File: config.mk
export PLATFORM = sky130hd
export DESIGN_NAME = reg_writeback
export DESIGN_NICKNAME = d
export VERILOG_FILES = /design/src/rtl/core_pkg.sv /design/src/rtl/wb_fifo.sv /design/src/rtl/reg_writeback.sv
export SDC_FILE = /design/constraint.sdc
export NUM_CORES = 1
export LEC_CHECK = 0
export CORE_ASPECT_RATIO = 1.2
export CORE_MARGIN = 5
export CORE_UTILIZATION = 55
export CTS_BUF_LIST = sky130_fd_sc_hd__clkbuf_4 sky130_fd_sc_hd__clkbuf_8
export CTS_CLUSTER_SIZE = 10
export DETAILED_ROUTE_END_ITERATION = 12
export GPL_ROUTABILITY_DRIVEN = 1
export GPL_TIMING_DRIVEN = 0
export PLACE_DENSITY = 0.88
export SLEW_MARGIN = 20
export SYNTH_ARGS = -nofsm -noshare
export SYNTH_HDL_FRONTEND = slang
export SYNTH_SLANG_ARGS = --single-unit
File: constraint.sdc
create_clock -name clk -period 4.1 [get_ports clk]
set_input_delay 0.41 -clock clk [delete_from_list [all_inputs] [get_ports clk]]
set_output_delay 0.41 -clock clk [all_outputs]
set_load 0.01 [all_outputs]
File: src/rtl/core_pkg.sv
// Shared widths and the write-request record used across the register-file write side.
package core_pkg;
  localparam int DATA_W = 16;
  localparam int IDX_W  = 4;

  typedef struct packed {
    logic [IDX_W-1:0]  idx;
    logic [DATA_W-1:0] data;
  } wb_req_t;
endpackage

File: src/rtl/wb_fifo.sv
// Small FIFO of pending load-return writes; caller gates push on !full and pop on !empty.
module wb_fifo
  import core_pkg::*;
#(
  parameter  int DEPTH = 2,
  localparam int PW    = $clog2(DEPTH),
  localparam int CW    = PW + 1
) (
  input  logic          clk,
  input  logic          rst,
  input  logic          push,
  input  wb_req_t       push_data,
  input  logic          pop,
  output wb_req_t       head,
  output logic [CW-1:0] count,
  output logic          full,
  output logic          empty
);

  wb_req_t         mem [DEPTH];
  logic [PW-1:0]   wr_ptr;
  logic [PW-1:0]   rd_ptr;

  // Entry storage, written on push only.
  always_ff @(posedge clk) begin
    if (push) begin
      mem[wr_ptr] <= push_data;
    end
  end

  // Pointers and occupancy; power-of-two depth lets the pointers wrap naturally.
  always_ff @(posedge clk) begin
    if (rst) begin
      wr_ptr <= {PW{1'b0}};
      rd_ptr <= {PW{1'b0}};
      count  <= {CW{1'b0}};
    end else begin
      if (push) wr_ptr <= wr_ptr + PW'(1);
      if (pop)  rd_ptr <= rd_ptr + PW'(1);
      case ({push, pop})
        2'b10:   count <= count + CW'(1);
        2'b01:   count <= count - CW'(1);
        default: count <= count;
      endcase
    end
  end

  assign head  = mem[rd_ptr];
  assign full  = (count == CW'(DEPTH));
  assign empty = (count == {CW{1'b0}});

endmodule

File: src/rtl/reg_writeback.sv
// Merges ALU results and queued load returns onto the single register-file write port,
// and tracks outstanding loads per register.
module reg_writeback #(
  parameter int DATA_W    = core_pkg::DATA_W,
  parameter int IDX_W     = core_pkg::IDX_W,
  parameter int MEM_DEPTH = 2
) (
  input  logic                       clk,
  input  logic                       rst,
  input  logic                       alu_wb_valid,
  input  logic [IDX_W-1:0]           alu_wb_idx,
  input  logic [DATA_W-1:0]          alu_wb_data,
  input  logic                       mem_issue,
  input  logic [IDX_W-1:0]           mem_issue_idx,
  input  logic                       mem_wb_valid,
  output logic                       mem_wb_ready,
  input  logic [IDX_W-1:0]           mem_wb_idx,
  input  logic [DATA_W-1:0]          mem_wb_data,
  output logic                       reg_we,
  output logic [IDX_W-1:0]           reg_waddr,
  output logic [DATA_W-1:0]          reg_wdata,
  output logic [2**IDX_W-1:0]        busy,
  output logic [$clog2(MEM_DEPTH):0] mem_pending,
  output logic                       waw_err
);
  import core_pkg::*;

  localparam int NREG = 2**IDX_W;

  wb_req_t           push_req;
  wb_req_t           head;
  logic              fifo_full;
  logic              fifo_empty;
  logic              push;
  logic              pop;
  logic              alu_sel;
  logic              head_write;
  logic              issue_valid;
  logic              waw_hit;
  logic [NREG-1:0]   busy_next;

  assign push_req     = '{idx: mem_wb_idx, data: mem_wb_data};
  assign mem_wb_ready = !rst && !fifo_full;
  assign push         = mem_wb_valid && mem_wb_ready;

  // ALU wins the port; a head entry for r0 is still consumed, just not written.
  assign alu_sel     = alu_wb_valid && (alu_wb_idx != {IDX_W{1'b0}});
  assign pop         = !alu_sel && !fifo_empty;
  assign head_write  = pop && (head.idx != {IDX_W{1'b0}});
  assign issue_valid = mem_issue && (mem_issue_idx != {IDX_W{1'b0}});

  wb_fifo #(.DEPTH(MEM_DEPTH)) u_fifo (
    .clk       (clk),
    .rst       (rst),
    .push      (push),
    .push_data (push_req),
    .pop       (pop),
    .head      (head),
    .count     (mem_pending),
    .full      (fifo_full),
    .empty     (fifo_empty)
  );

  // Scoreboard update (a new issue overrides a same-cycle clear) and hazard detection.
  always_comb begin
    busy_next = busy;
    if (head_write) begin
      busy_next[head.idx] = 1'b0;
    end else begin
      busy_next = busy;
    end
    if (issue_valid) begin
      busy_next[mem_issue_idx] = 1'b1;
    end else begin
      busy_next[0] = busy_next[0];
    end
    waw_hit = (alu_sel && busy[alu_wb_idx]) || (issue_valid && busy[mem_issue_idx]);
  end

  // Registered write port, scoreboard and sticky error flag.
  always_ff @(posedge clk) begin
    if (rst) begin
      reg_we    <= 1'b0;
      reg_waddr <= {IDX_W{1'b0}};
      reg_wdata <= {DATA_W{1'b0}};
      busy      <= {NREG{1'b0}};
      waw_err   <= 1'b0;
    end else begin
      reg_we <= alu_sel || head_write;
      if (alu_sel) begin
        reg_waddr <= alu_wb_idx;
        reg_wdata <= alu_wb_data;
      end else if (head_write) begin
        reg_waddr <= head.idx;
        reg_wdata <= head.data;
      end else begin
        reg_waddr <= reg_waddr;
        reg_wdata <= reg_wdata;
      end
      busy    <= busy_next;
      waw_err <= waw_err || waw_hit;
    end
  end

endmodule
Figure 1. Track usage over the die.
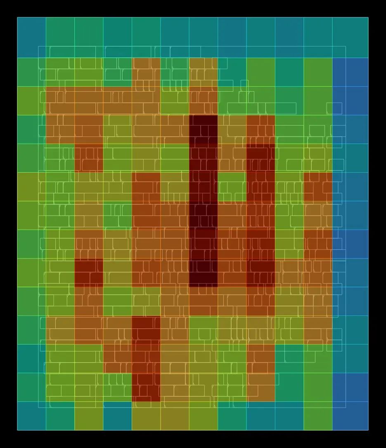
M3 GR Usage: 5.220%
global route hottest layer: met2
Routed wire per std cell: 18.10 um
post-route core utilization: 75.17%
M1 GR Usage: 25.20%

Figure 2. Cell density map.
The die is cut into 8 by 10 equal tiles; white is low, dark blue is high, 0 to 100% covered.
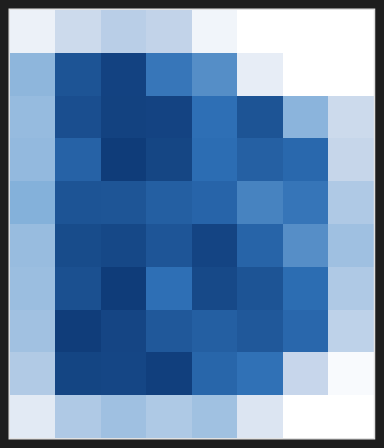
fullest tile: 95%
mean over tiles: 56%
densest ninth of the die: centre
tiles over 75% full: 45%

==> flow_metrics.tcl <==
# collected from the flow reports
set metrics [dict create \
    synth_area_leader_cell "edfxtp_1" \
    rsz0062_at_grt "false" \
    numSynthFlops 83 \
    hold_slack_ps 447.1 \
    ys_cells 341 \
    hold_path_depth 3 \
    flop_area_um2 2062 \
    dr.first_iter.drc_count 228 \
    relSlewSlack_pct 31.63 \
    swShare_pct 29.99 \
    grt_overflow 0 \
    cp.depth 7 \
    xor_area_share_pct 0.9553 \
    ios 90 \
    worstRegToRegCells 3 \
    ys_async_sr_fraction_pct 0 \
    mi_logic_area_um2 1469 \
    finalClockSkew_ps 7.916 \
    cp.arrival_ps 2650 \
    share_seq_of_total_power_pct 42.9 \
    dp.cells 511 \
    log.warning_count 26 \
    synth_area_um2 3667 \
    ff_type "dfxtp_1" \
    fin_area_um2 4846 \
    crit_chain "clkdlybuf4s50_1 > o41ai_4 > o21a_1 > buf_4 > ha_1 > or3_1 > a21oi_1" \
    worstMarginPinSlew_ps 1026 \
    edf_count 40 \
    adder_share_pct 0.3412 \
    yosysWarnings 0 \
    antenna_left 0 \
    critical-path-slowest-cell "o41ai_4" \
    muxShareOfSynthArea_pct 14.26 \
    setup_slack_ps 1737 \
    rows 32 \
    yosys.stat.seqShare_pct 56.23 \
    outcome "complete, no violations" \
    ctsResizeCount 0 \
    antenna_found_initial 0 \
    postSynthCellCount 341 \
    synthTopLogicFamily "multiplexers" \
    comb_power_share_pct 30.5 \
    diodes 0 \
    final_cell_mix "clkdlybuf4s50_1 (84), nor2_1 (50), dfxtp_1 (43)" \
    synth_nets 391 \
]
Figure 3. M4 wires.
The bar under the picture is 20 um long. Supply wires on this layer in grey.
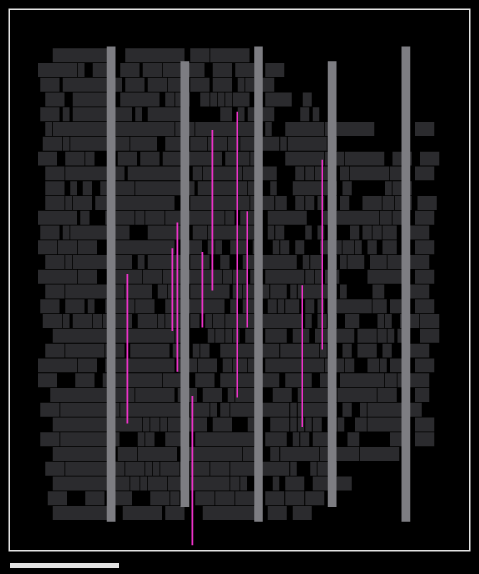
main direction: vertical
share of all routed wire: 2.9%
nets with wire on the layer: 9
longest straight run: 52.4 um
wire length on this layer: 273 um
detailed-route via count: 3012
WL final: 9.540 mm

Figure 4. M1 wires.
Supply wires on this layer in grey.
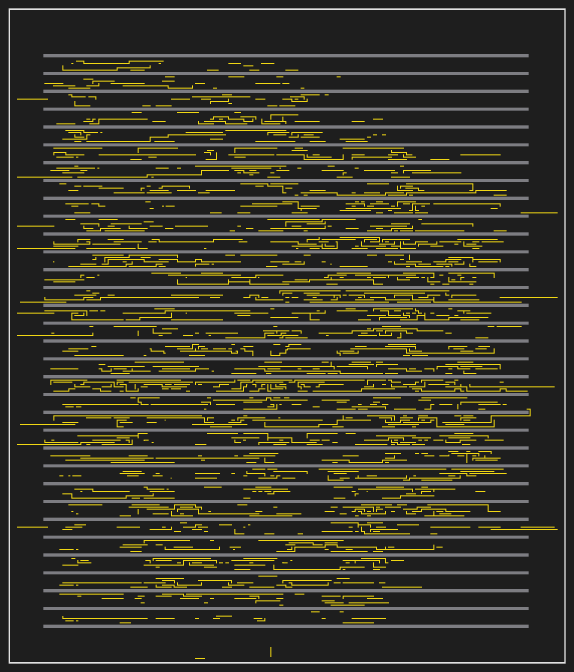
share of all routed wire: 37%
nets with wire on the layer: 442
main direction: horizontal

[routing by layer]
layer / track usage, % / vias up / wire [um]
li1: - / 1416 / -
met1: 25.20 / 1447 / 3504
met2: 42.92 / 125 / 5035
met3: 5.220 / 24 / 726
met4: 9.622 / 0 / 273
met5: 0 / - / 0
[cell usage after synthesis, types with 2 or more instances]
library cell	number
mux4_2	4
a211oi_1	2
nand2_1	26
buf_2	9
mux2_2	2
a31oi_1	4
a2111oi_0	2
a21oi_1	35
dfxtp_1	43
nor2_1	51
xor2_1	2
inv_1	7
and3_1	2
mux2i_1	41
nand3_1	9
clkbuf_1	6
nor3_1	3
nor2b_1	8
nand2b_1	3
o21ai_1	14
buf_4	6
a31o_1	2
edfxtp_1	40
xnor2_1	2
o21ai_0	3
[state kept, by name, indices dropped and copies added (netlist names), named ones only]
register,cells
busy,16
reg_waddr,4
reg_wdata,16
reg_we,1
u_fifo.count,2
u_fifo.mem,40
u_fifo.rd_ptr,1
u_fifo.wr_ptr,1
waw_err,1
[worst min-delay path: stages]
cell and delay, ps:
clkbuf_1 160, nand3_1 120, a21oi_1 60
[power groups by stage]
stage	clock [mW]	sequential (mW)	combinational (mW)
2_1_floorplan	0	1.07	0.415
3_3_place_gp	0	1.04	0.696
6_report	0.640	1.03	0.735
5_1_grt	0.683	1.04	0.794
4_1_cts	0.645	1.03	0.736
3_5_place_dp	0	1.05	0.725
[final timing paths]
check	from	endpoint	slack (ps)
worst max-delay path	alu_wb_idx[0]	u_fifo.count[1]$_SDFFE_PP0P_	1740
worst min-delay path	mem_issue_idx[3]	busy[13]$_SDFF_PP0_	450
worst max register to register	u_fifo.count[0]$_SDFFE_PP0P_	u_fifo.mem[1][18]$_DFFE_PP_	2080
worst min register to register	busy[0]$_SDFF_PP0_	busy[0]$_SDFF_PP0_	500
[kinds of logic (layout without fill, tap and decap cells)]
kind of cell               count (synthesis)  in the layout
buffers and inverters                     28            129
muxes                                     47             47
adders and majority gates                  1              1
DFF                                       83             83
xor gates and xnor gates                   4              4
and+or+nand+nor                          107            107
AOI/OAI and AO/OA                         71             71
[cell type report]
cell class / count / share of cell area, %
Clock buffer: 11 / 2.866
Tap cell: 85 / 2.195
Multi-Input combinational cell: 230 / 30.31
Buffer: 21 / 2.324
Clock inverter: 5 / 1.627
Timing Repair Buffer: 85 / 17.58
Sequential cell: 83 / 42.55
Inverter: 7 / 0.5422
